--- config.mk ---
export PLATFORM = sky130hd
export DESIGN_NAME = pipe_ctrl
export DESIGN_NICKNAME = d
export VERILOG_FILES = /design/src/rtl/pipe_ctrl.sv
export SDC_FILE = /design/constraint.sdc
export NUM_CORES = 1
export LEC_CHECK = 0
export ABC_CLOCK_PERIOD_IN_PS = 5850
export CORE_ASPECT_RATIO = 0.6
export CORE_UTILIZATION = 25
export DETAILED_ROUTE_END_ITERATION = 10
export GPL_TIMING_DRIVEN = 0
export SYNTH_ARGS = -nofsm -noshare
export SYNTH_HDL_FRONTEND = slang
export SYNTH_SLANG_ARGS = --single-unit
--- constraint.sdc ---
create_clock -name clk -period 5.85 [get_ports clk]
set_input_delay 1.17 -clock clk [delete_from_list [all_inputs] [get_ports clk]]
set_output_delay 1.17 -clock clk [all_outputs]
set_load 0.05 [all_outputs]
--- src/rtl/pipe_ctrl.sv ---
// Pipeline hazard/flush controller with HALT drain sequencing.
// Optional stall performance counter enabled by defining PIPE_CTRL_PERF_EN.
module pipe_ctrl #(
  parameter int LOAD_STALL = 1,
  parameter int DRAIN_MAX  = 8
) (
  input  logic        clk,
  input  logic        rst_n,
  input  logic        id_valid,
  input  logic [2:0]  id_type,
  input  logic [4:0]  id_rs,
  input  logic [4:0]  id_rt,
  input  logic        ex_valid,
  input  logic [2:0]  ex_type,
  input  logic [4:0]  ex_dst,
  input  logic        ex_taken_branch,
  input  logic        wb_halted,
  output logic        pc_en,
  output logic        ifid_en,
  output logic        ifid_flush,
  output logic        idex_bubble,
  output logic        halted,
  output logic        drain_err,
  output logic [1:0]  state,
  output logic [15:0] stall_count
);

  localparam int DW = $clog2(DRAIN_MAX + 1);

  typedef enum logic [1:0] {
    RUN    = 2'd0,
    STALL  = 2'd1,
    DRAIN  = 2'd2,
    HALTED = 2'd3
  } state_t;

  state_t        state_r;
  state_t        state_nxt_s;
  logic [1:0]    stall_cnt_r;
  logic [1:0]    stall_cnt_nxt_s;
  logic [DW-1:0] drain_cnt_r;
  logic [DW-1:0] drain_cnt_nxt_s;
  logic          drain_err_r;
  logic          err_set_s;
  logic          rt_used_s;
  logic          hazard_s;
  logic          halt_id_s;
  logic          pc_en_s;
  logic          ifid_en_s;
  logic          ifid_flush_s;
  logic          idex_bubble_s;
  logic          halted_s;

  // rt is only a true source operand for register-register ops and stores
  assign rt_used_s = (id_type == 3'b000) || (id_type == 3'b011);
  assign hazard_s  = ex_valid && (ex_type == 3'b010) && (ex_dst != 5'd0) && id_valid &&
                     ((id_rs == ex_dst) || ((id_rt == ex_dst) && rt_used_s));
  assign halt_id_s = id_valid && (id_type == 3'b101);

  // Next-state and pipeline control decode
  always_comb begin
    state_nxt_s     = state_r;
    stall_cnt_nxt_s = stall_cnt_r;
    drain_cnt_nxt_s = drain_cnt_r;
    err_set_s       = 1'b0;
    pc_en_s         = 1'b1;
    ifid_en_s       = 1'b1;
    ifid_flush_s    = 1'b0;
    idex_bubble_s   = 1'b0;
    halted_s        = 1'b0;
    case (state_r)
      RUN: begin
        if (ex_taken_branch) begin
          ifid_flush_s  = 1'b1;
          idex_bubble_s = 1'b1;
        end else if (hazard_s) begin
          pc_en_s       = 1'b0;
          ifid_en_s     = 1'b0;
          idex_bubble_s = 1'b1;
          if (LOAD_STALL > 1) begin
            state_nxt_s     = STALL;
            stall_cnt_nxt_s = 2'(LOAD_STALL - 1);
          end else begin
            stall_cnt_nxt_s = 2'd0;
          end
        end else if (halt_id_s) begin
          // HALT moves on to EX while fetch stops
          pc_en_s         = 1'b0;
          state_nxt_s     = DRAIN;
          drain_cnt_nxt_s = {DW{1'b0}};
        end else begin
          state_nxt_s = RUN;
        end
      end
      STALL: begin
        pc_en_s       = 1'b0;
        ifid_en_s     = 1'b0;
        idex_bubble_s = 1'b1;
        if (stall_cnt_r == 2'd1) begin
          state_nxt_s     = RUN;
          stall_cnt_nxt_s = 2'd0;
        end else begin
          stall_cnt_nxt_s = stall_cnt_r - 2'd1;
        end
      end
      DRAIN: begin
        ifid_flush_s  = 1'b1;
        idex_bubble_s = 1'b1;
        if (ex_taken_branch) begin
          state_nxt_s = RUN;
        end else begin
          pc_en_s   = 1'b0;
          ifid_en_s = 1'b0;
          if (wb_halted) begin
            state_nxt_s = HALTED;
          end else if (drain_cnt_r == DW'(DRAIN_MAX - 1)) begin
            state_nxt_s = HALTED;
            err_set_s   = 1'b1;
          end else begin
            drain_cnt_nxt_s = drain_cnt_r + DW'(1);
          end
        end
      end
      HALTED: begin
        pc_en_s       = 1'b0;
        ifid_en_s     = 1'b0;
        ifid_flush_s  = 1'b1;
        idex_bubble_s = 1'b1;
        halted_s      = 1'b1;
      end
      default: begin
        state_nxt_s = RUN;
      end
    endcase
  end

  // State and counter registers with synchronous reset
  always_ff @(posedge clk) begin
    if (!rst_n) begin
      state_r     <= RUN;
      stall_cnt_r <= 2'd0;
      drain_cnt_r <= {DW{1'b0}};
      drain_err_r <= 1'b0;
    end else begin
      state_r     <= state_nxt_s;
      stall_cnt_r <= stall_cnt_nxt_s;
      drain_cnt_r <= drain_cnt_nxt_s;
      drain_err_r <= drain_err_r | err_set_s;
    end
  end

  // While reset is held the pipeline sees plain RUN behaviour
  assign pc_en       = rst_n ? pc_en_s       : 1'b1;
  assign ifid_en     = rst_n ? ifid_en_s     : 1'b1;
  assign ifid_flush  = rst_n ? ifid_flush_s  : 1'b0;
  assign idex_bubble = rst_n ? idex_bubble_s : 1'b0;
  assign halted      = rst_n ? halted_s      : 1'b0;
  assign drain_err   = drain_err_r;
  assign state       = state_r;

`ifdef PIPE_CTRL_PERF_EN
  logic [15:0] stall_count_r;

  // Saturating count of fetch-stopped cycles in RUN or STALL
  always_ff @(posedge clk) begin
    if (!rst_n) begin
      stall_count_r <= 16'd0;
    end else if (!pc_en_s && ((state_r == RUN) || (state_r == STALL)) &&
                 (stall_count_r != 16'hFFFF)) begin
      stall_count_r <= stall_count_r + 16'd1;
    end else begin
      stall_count_r <= stall_count_r;
    end
  end

  assign stall_count = stall_count_r;
`else
  assign stall_count = 16'd0;
`endif

endmodule

Gate-type map:
Scale: 4 px per um.
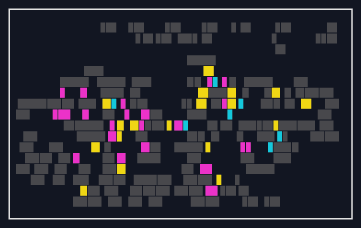
nand cells: drawn in magenta, cells 22. inv cells: drawn in cyan, cells 7. nor cells: drawn in yellow, cells 18.

Register map, names as in the netlist:
Scale: 4 px per um. Other sequential cells in the stronger grey, the rest of the logic in the fainter grey.
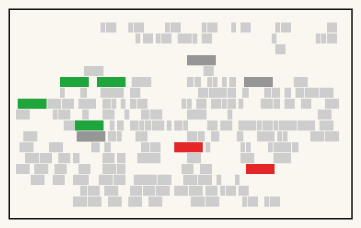
drain_cnt_r: drawn in green, sequential cells 4, where middle left. state: drawn in red, sequential cells 2.
Another 3 sequential cells are not coloured.

Pin placement:
Scale: 8 px per um. Pins as bars across the die edge, other pins in grey.
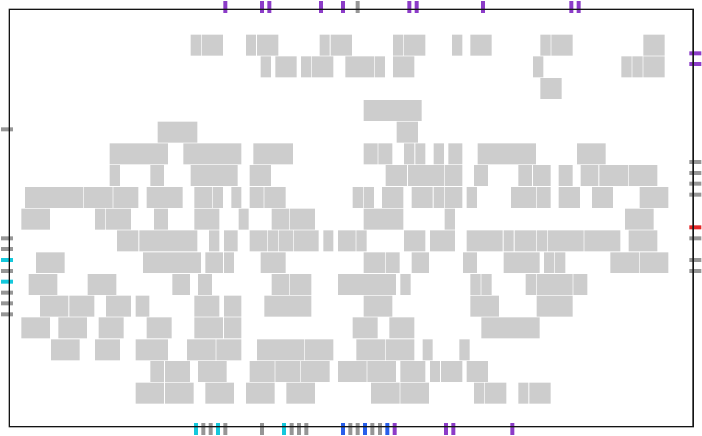
id_rs: drawn in cyan, pins 5, direction input, edge 3 bottom, 2 left. ex_type: drawn in blue, pins 3, direction input, edge bottom. stall_count: drawn in purple, pins 16, direction output, edge 10 top, 4 bottom, 2 right. idex_bubble: drawn in red, pins 1, direction output, edge right.
All pins by edge: 21 bottom, 11 top, 10 right, 9 left.
IO buf count: 34
Die Y: 52.0 um
die width: 85.3 um

A small window of the routed layout:
Window x 30 to 55, y 3 to 28 um. Cells in grey, sequential cells in the stronger grey; small squares are vias.
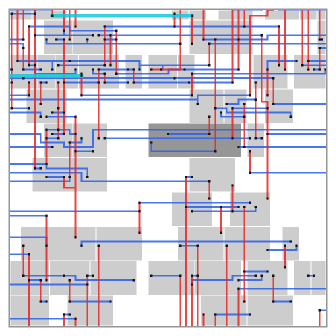
metal 1: drawn in blue. metal 2: drawn in red. metal 3: drawn in cyan.
41 logic cells have their middle in the window. Netlist names of flops here include state (1). Most frequent: clkdlybuf4s50_1 (11), nor2_1 (3). Sequential cells in the window: 1.

-- sequential cells by signal, indices dropped and copies added, names as in the netlist --
| signal | cells |
|---|---|
| state | 2 |
| drain_cnt_r | 4 |
| drain_err | 1 |
| stall_cnt_r | 2 |
-- cell families after synthesis --
| group | Yosys count |
|---|---|
| AND/OR/NAND/NOR | 44 |
| AND-OR/OR-AND | 30 |
| buffers and inverters | 27 |
| other | 1 |
| XOR/XNOR | 11 |
| multiplexers | 2 |
| adder cells (fa/ha/maj) | 8 |
| flip-flops | 9 |
-- worst max path at each step --
| stage | from | endpoint |
|---|---|---|
| 2_1_floorplan | ex_dst[1] | pc_en |
| 3_3_place_gp | ex_dst[1] | pc_en |
| 3_5_place_dp | ex_dst[1] | pc_en |
| 4_1_cts | ex_dst[1] | pc_en |
| 5_1_grt | ex_dst[0] | idex_bubble |
| 6_report | ex_dst[1] | pc_en |
-- layer usage --
metal,vias to the layer above,share of wire (%),routed length (um),global-route usage (%)
met5,-,0,0,0
met4,0,0,0,2.50
met3,0,5.8,147,3.97
met2,25,37,942,16.0
met1,445,57,1450,18.4
li1,543,-,-,-
-- metrics by stage --
stage / util, % / hold WS [ns] / std cells
after floorplan: - / 0.436 / 147
after global placement: 39.1 / 0.455 / 228
after detailed placement: 39.1 / 0.463 / 228
after CTS: 40.3 / 0.470 / 232
after global routing: 40.3 / 0.507 / 232
final: 40.3 / 0.463 / 232
-- synth_stat cells (4+ instances only) --
cell type and instances:
nor3b_1 4, a21oi_1 6, inv_1 7, ha_1 8
nor4_1 4, nor2_1 5, nand2_1 11, o21ai_0 6
buf_4 16, dfxtp_1 9, xnor2_1 5, xor2_1 6
-- area by class of cell --
class,instances,area [um2]
Tap cell,47,58.8
Clock buffer,4,45.0
Timing Repair Buffer,34,340
Sequential cell,9,180
Inverter,7,26.3
Fill cell,409,2290
Buffer,20,136
Multi-Input combinational cell,111,754
-- tightest hold or removal path, stage by stage, from the launching register on --
cell,delay [ns]
dfxtp_1,0.30
nand2_1,0.05
o21ai_0,0.06
-- power by group through the flow --
stage	Clock [uW]	Sequential, uW	Combinational [uW]
after floorplan	0	63.9	51.4
after global placement	0	63.2	79.4
after detailed placement	0	63.2	79.2
after CTS	77.4	62.0	79.5
after global routing	81.3	62.0	85.0
final	74.3	62.1	79.8
==> qor.yml <==
setup_path:
  reg2reg_depth: 9
  path_buffers: 2
  cp.arrival_ns: 3.78
  cp_cell_sequence: "clkdlybuf4s50_1 -> or4_4 -> o21ai_4 -> a21oi_4 -> o311ai_0 -> clkdlybuf4s50_1"
  crit_type: "input pin to output pin"
  slowest_delay_ns: 0.88
  cp.depth: 6
layout:
  final_common_cell: "clkdlybuf4s50_1"
  antenna_cells: 0
  most-common-layout-cells: "34 x clkdlybuf4s50_1, 16 x buf_4, 16 x conb_1"
timing:
  hold_violations: 0
  rsz0062_at_grt: "false"
  drv_slew: 0
  final.min_clock_period_ns: 4.95
  finalClockPeriodUsage_pct: 84.6
  max_freq_mhz: 202
  setup_ws_ns: 0.898
power:
  p_sw_uw: 72.9
  power.leakage_uw: 0.000627
  swShare_pct: 33.7
  vdd_ir_drop_max_mv: 0.0540
yosys:
  synth-xor-area-share_pct: 9.25
  syn_inst: 132
  yosys-stat-area_um2: 1040
  synthSimpleGateAreaFrac_pct: 23.9
  async_reset_ff_share_pct: 0
  synth-adder-area-share_pct: 9.62
route:
  drtPass1Iterations: 4
  viasPerCell: 4.37
placed_design:
  hpwl_um: 2150
  placement.cell_area_um2: 1500
  place_congestion: 0.797
job:
  warnings: 31
status:
  outcome: "complete, no violations"
global_route:
  grt_start_max_net_pins: 11
  antenna_found_initial: 0
hold_path:
  hp-start: "stall_cnt_r[1]"
die:
  coreArea_um2: 3830
  ios: 51
cts:
  cts_buffers: 3
Power figures rest on the tool's default switching activity, not on a simulated workload.
